==> images/clock_map.png <==
Scale bar: 100 um.
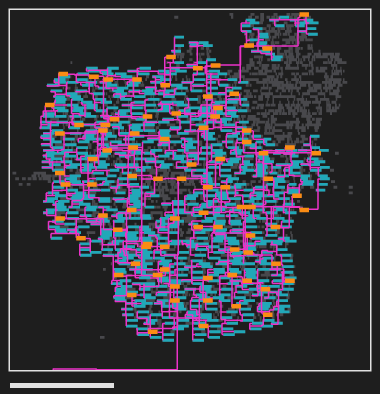
==> images/registers.png <==
Scale bar: 100 um. Other sequential cells in the stronger grey, the rest of the logic in the fainter grey.
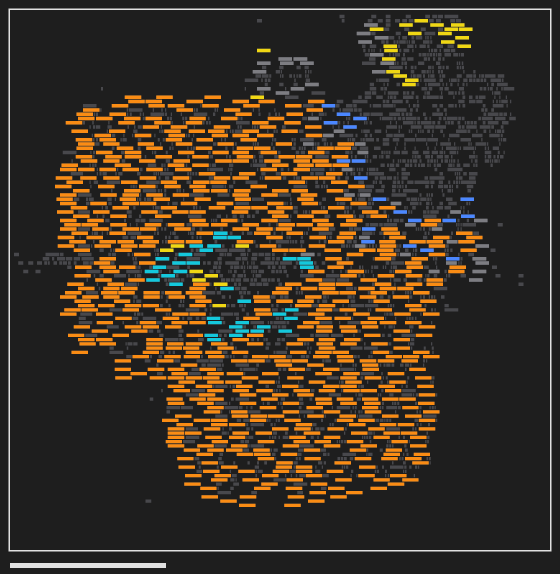
<file path="src/rtl/opl3_pkg.sv">
// Shared widths, slot bundle and MULT lookup for the OPL3 operator phase path.
package opl3_pkg;
    localparam int BANK_NUM_WIDTH    = 1;
    localparam int OP_NUM_WIDTH      = 5;
    localparam int PHASE_ACC_WIDTH   = 19;
    localparam int PHASE_FINAL_WIDTH = 10;
    localparam int VIB_POS_WIDTH     = 3;
    localparam int NUM_OPERATORS     = 36;
    localparam int OPS_PER_BANK      = 18;
    localparam int TIMER_WIDTH       = 10;
    localparam int ADDR_WIDTH        = 6;

    typedef logic [ADDR_WIDTH-1:0]      op_addr_t;
    typedef logic [PHASE_ACC_WIDTH-1:0] acc_t;

    typedef struct packed {
        logic       en;
        logic       ok;
        logic       tick;
        op_addr_t   addr;
        logic [9:0] fnum;
        logic [2:0] block;
        logic [3:0] mult;
        logic       vib;
        logic       dvb;
        logic       kon;
    } slot_t;

    function automatic logic [4:0] mult2(input logic [3:0] code);
        logic [4:0] m;
        unique case (code)
            4'd0:  m = 5'd1;
            4'd1:  m = 5'd2;
            4'd2:  m = 5'd4;
            4'd3:  m = 5'd6;
            4'd4:  m = 5'd8;
            4'd5:  m = 5'd10;
            4'd6:  m = 5'd12;
            4'd7:  m = 5'd14;
            4'd8:  m = 5'd16;
            4'd9:  m = 5'd18;
            4'd10: m = 5'd20;
            4'd11: m = 5'd20;
            4'd12: m = 5'd24;
            4'd13: m = 5'd24;
            4'd14: m = 5'd30;
            4'd15: m = 5'd30;
        endcase
        return m;
    endfunction

    function automatic op_addr_t op_addr(
        input logic [BANK_NUM_WIDTH-1:0] bank,
        input logic [OP_NUM_WIDTH-1:0]   op
    );
        return op_addr_t'(bank) * op_addr_t'(OPS_PER_BANK) + op_addr_t'(op);
    endfunction
endpackage

</file>
<file path="src/rtl/phase_acc_ram.sv">
// Accumulator storage: 36 x 19 simple dual-port, registered read, no reset.
module phase_acc_ram
    import opl3_pkg::*;
(
    input  logic                       clk,
    input  logic                       we,
    input  logic [ADDR_WIDTH-1:0]      waddr,
    input  logic [PHASE_ACC_WIDTH-1:0] wdata,
    input  logic [ADDR_WIDTH-1:0]      raddr,
    output logic [PHASE_ACC_WIDTH-1:0] rdata
);
    acc_t mem [NUM_OPERATORS];

    always_ff @(posedge clk) begin
        if (we) mem[waddr] <= wdata;
        rdata <= mem[raddr];
    end
endmodule

</file>
<file path="src/rtl/phase_acc.sv">
// Per-operator phase accumulator with vibrato, key-on clear and
// same-address write-back forwarding; phase appears two cycles after p0.
module phase_acc
    import opl3_pkg::*;
(
    input  logic                         clk,
    input  logic                         reset,
    input  logic                         sample_clk_en,
    input  logic [BANK_NUM_WIDTH-1:0]    bank_num,
    input  logic [OP_NUM_WIDTH-1:0]      op_num,
    input  logic [9:0]                   fnum,
    input  logic [2:0]                   block,
    input  logic [3:0]                   mult,
    input  logic                         vib,
    input  logic                         dvb,
    input  logic                         key_on_pulse,
    output logic [PHASE_FINAL_WIDTH-1:0] phase_p2
);
    slot_t                     s0, s1;
    logic [TIMER_WIDTH-1:0]    timer;
    logic [VIB_POS_WIDTH-1:0]  vib_pos;
    logic [NUM_OPERATORS-1:0]  valid;
    logic                      fwd_hit;
    acc_t                      fwd_data, ram_q;
    logic [2:0]                vib_rng;
    logic [9:0]                vib_off, fnum_eff;
    logic [16:0]               fnum_sh;
    logic [20:0]               prod;
    acc_t                      inc, old_acc, base, new_acc;
    logic                      wr_en;

    always_comb begin
        s0       = '0;
        s0.en    = sample_clk_en;
        s0.ok    = op_num <= OP_NUM_WIDTH'(OPS_PER_BANK - 1);
        s0.tick  = (bank_num == '0) && (op_num == '0);
        s0.addr  = s0.ok ? op_addr(bank_num, op_num) : '0;
        s0.fnum  = fnum;
        s0.block = block;
        s0.mult  = mult;
        s0.vib   = vib;
        s0.dvb   = dvb;
        s0.kon   = key_on_pulse;
    end

    always_comb begin
        vib_rng = s1.fnum[9:7];
        if (vib_pos[0]) vib_rng = vib_rng >> 1;
        if (!s1.dvb) vib_rng = vib_rng >> 1;
        vib_off = {7'd0, vib_rng};
        if (vib_pos[2]) vib_off = -vib_off;
        if (!s1.vib || vib_pos[1:0] == 2'd0) vib_off = '0;
        fnum_eff = s1.fnum + vib_off;
        fnum_sh  = {7'd0, fnum_eff} << s1.block;
        prod     = 21'(fnum_sh >> 1) * 21'(mult2(s1.mult));
        inc      = acc_t'(prod >> 1);

        wr_en   = s1.en && s1.ok;
        old_acc = '0;
        // a write-back landing on the same edge as the RAM read is forwarded
        if (s1.ok) old_acc = fwd_hit ? fwd_data : (valid[s1.addr] ? ram_q : '0);
        base    = (wr_en && s1.kon) ? '0 : old_acc;
        new_acc = base + inc;
    end

    always_ff @(posedge clk or posedge reset) begin
        if (reset) begin
            s1       <= '0;
            phase_p2 <= '0;
            valid    <= '0;
            timer    <= '0;
            vib_pos  <= '0;
            fwd_hit  <= 1'b0;
            fwd_data <= '0;
        end else begin
            s1       <= s0;
            phase_p2 <= base[PHASE_ACC_WIDTH-1 -: PHASE_FINAL_WIDTH];
            fwd_hit  <= wr_en && s0.ok && (s0.addr == s1.addr);
            fwd_data <= new_acc;
            if (wr_en) valid[s1.addr] <= 1'b1;
            if (s1.en && s1.tick) begin
                timer <= timer + 1'b1;
                if (timer == '1) vib_pos <= vib_pos + 1'b1;
            end
        end
    end

    phase_acc_ram u_ram (
        .clk   (clk),
        .we    (wr_en),
        .waddr (s1.addr),
        .wdata (new_acc),
        .raddr (s0.addr),
        .rdata (ram_q)
    );
endmodule

</file>
<file path="config.mk">
export PLATFORM = sky130hd
export DESIGN_NAME = phase_acc
export DESIGN_NICKNAME = d
export VERILOG_FILES = /design/src/rtl/opl3_pkg.sv /design/src/rtl/phase_acc_ram.sv /design/src/rtl/phase_acc.sv
export SDC_FILE = /design/constraint.sdc
export NUM_CORES = 1
export LEC_CHECK = 0
export CORE_UTILIZATION = 30
export DETAILED_ROUTE_END_ITERATION = 12
export REMOVE_ABC_BUFFERS = 1
export SYNTH_ARGS = -nofsm -noshare
export SYNTH_HDL_FRONTEND = slang
export SYNTH_SLANG_ARGS = --single-unit
</file>
<file path="constraint.sdc">
create_clock -name clk -period 10.2 [get_ports clk]
set_input_delay 2.04 -clock clk [delete_from_list [all_inputs] [get_ports clk]]
set_output_delay 2.04 -clock clk [all_outputs]
set_load 0.01 [all_outputs]
</file>
==> results.ini <==
[outcome]
status=finished, final reports clean

[synthesis]
topCombFamilyByArea=simple AND/OR/NAND/NOR gates
synth_flop_count=811
synth_sequential_area_ratio=0.667
synth-main-ff-cell=edfxtp_1
edff_count_synth=684
synth_warnings=0
aoi_share=0.0699
yosys.stat.chipArea_mm2=0.0354
synthesis.area_mm2=0.0354
yosys-stat-cells=2634
synth_cells=2634
synth.avg_cell_area_um2=13.4
synthMuxAreaShare=0.0597
yosysUniqueCellTypes=66
simple_gate_area_frac=0.118

[worst_setup_path]
timing.critical_path.to_type=flip-flop
rr_endpoint=u_ram.mem[6][18]$_DFFE_PP_
cp_common_cell=ha_1
max_stage_delay_ns=0.59
critical_path_s_top_delay_family=adder cells
crit_path_max_fanout=37
cp-startpoint=s1[1]$_DFF_PP0_
rr_startpoint=s1[1]$_DFF_PP0_
worst_path_depth=36
crit_path_start_kind=flip-flop
critPathBufInv=3
worst-endpoint-arrival_ns=9.67
ff_to_ff_setup_slack_ns=0.93
reg2reg_depth=36
setup.worst_path.end=u_ram.mem[6][18]$_DFFE_PP_

[power_and_ir_drop]
pwr.group.combinational_mw=1.69
irDropWorstVdd_uv=179
seq_power_share=0.481
maxPowerGroup=sequential cells
power_frac_comb=0.192
sw_frac_of_total=0.291
power_frac_clock=0.326
power.leakage_nw=14.5
power_mw=8.77
internal-power_mw=6.22
power.sequential.total_mw=4.22

[cts]
cts-buffers-inserted=83
numClockSinks=811
cts.htree.levels=3
cts.path.max_buffers=3

[floorplanning]
die_height_um=346
core_util_floorplan=0.304
num_io_pins=39

[drt]
drtPass1Iterations=5
top_layer=met5
route.detailed.drc=0
antenna_violating_nets_post_route=0
met3_wire_length_um=7840
number_of_vias_per_cell_after_detailed_routing=5.13
drt-wirelength-per-cell_um=22.5
drt_iter0_drc=2311
vias=21897
met1_length_um=41400
wirelength_um=96100

[placement]
placed_cell_count=4117
place.gp.congestion=0.827
pre_cts_ws_ns=0.731
dpl-instance-area_mm2=0.0381

[final_timing]
setup_viol=0
finalWorstPathRequiredPeriod_ns=9.27
timing.slew.headroom=0.114
worstMarginPinSlew_ns=1.32
timing.setup.tns_ns=0
clock-skew-final_ns=0.0272
unrepaired_setup_endpoints_after_global_routing=no
fmax_ghz=0.108

[global_routing]
grt-busiest-layer=met2
antenna_violations_before_repair=5
grt_use_met2=0.246
number_of_global_route_vias_before_repair=21425
global_route_wire_length_before_repair_um=141000
global_route.usage.met1=0.218
grt_start_max_net_pins=123
gr-usage-all-layers=0.158

[cells_and_area]
final_cell_area_mm2=0.0407
fillerInstances=11229
final_core_util=0.349
areaGrowthSynthToFinish_pct=14.9
final-instance-count-excl-fill=4270
final_net_count=2813

[hold_path]
min_path_cells=1

[run]
cap_violations=0
stage_log_warnings=29

About clock_map.png:
legend:
  cyan:
    item: flip-flops
    count: 811
  orange:
    item: cells driving clock nets
    count: 83
  magenta:
    item: clock wires
    length: 9,610 um
routed clock nets: 84

About registers.png:
legend:
  yellow:
    signal: s1
    sequential_cells: 29
  orange:
    signal: u_ram.mem
    sequential_cells: 684
  blue:
    signal: fwd_data
    sequential_cells: 19
  cyan:
    signal: valid
    sequential_cells: 36
    where: middle
not coloured: 43

[synth_stat cells (42+ instances only)]
| library cell | n | area (um^2) |
|---|---|---|
| fa_1 | 43 | 861 |
| edfxtp_1 | 684 | 20500 |
| nand3_1 | 168 | 841 |
| a311oi_1 | 59 | 517 |
| mux2i_1 | 49 | 490 |
| and3_1 | 47 | 294 |
| nand2_1 | 416 | 1560 |
| mux4_2 | 50 | 1130 |
| nor2_1 | 144 | 541 |
| mux2_2 | 42 | 473 |
| ha_1 | 63 | 788 |
| dfrtp_1 | 108 | 2700 |
| inv_1 | 75 | 282 |
| a21oi_1 | 123 | 616 |
| clkbuf_1 | 125 | 469 |
[cells by family after synthesis]
group                      count (synthesis)
and+or+nand+nor                          921
DFF                                      811
AOI/OAI and AO/OA                        371
buffers and inverters                    227
muxes                                    142
adders and majority gates                106
xor gates and xnor gates                  56
[layout by cell type (no fill, tap or decap), drive strengths merged, types with 59 or more instances in the layout]
cell type    n
a21oi      124
a311oi      59
buf         68
clkbuf     115
dfrtp      108
edfxtp     684
ha          63
inv         82
nand2      417
nand3      168
nor2       144
[layout make-up]
type | count | area, um^2 | share of cell area
clock inverter | 37 | 263 | 0.00646
tap | 1524 | 1910 | 0.0469
timing repair buffer | 105 | 922 | 0.0227
multi-input combinational | 1596 | 11400 | 0.280
antenna | 1 | 2.50 | 0.0000615
sequential | 811 | 23600 | 0.581
inverter | 81 | 313 | 0.00769
clock buffer | 115 | 2270 | 0.0557
[state kept, by name, summed over array words and instances (netlist names), 3 cells and up]
| name | count |
|---|---|
| u_ram.mem | 684 |
| valid | 36 |
| s1 | 29 |
| fwd_data | 19 |
| u_ram.rdata | 19 |
| phase_p2 | 10 |
| timer | 10 |
| vib_pos | 3 |
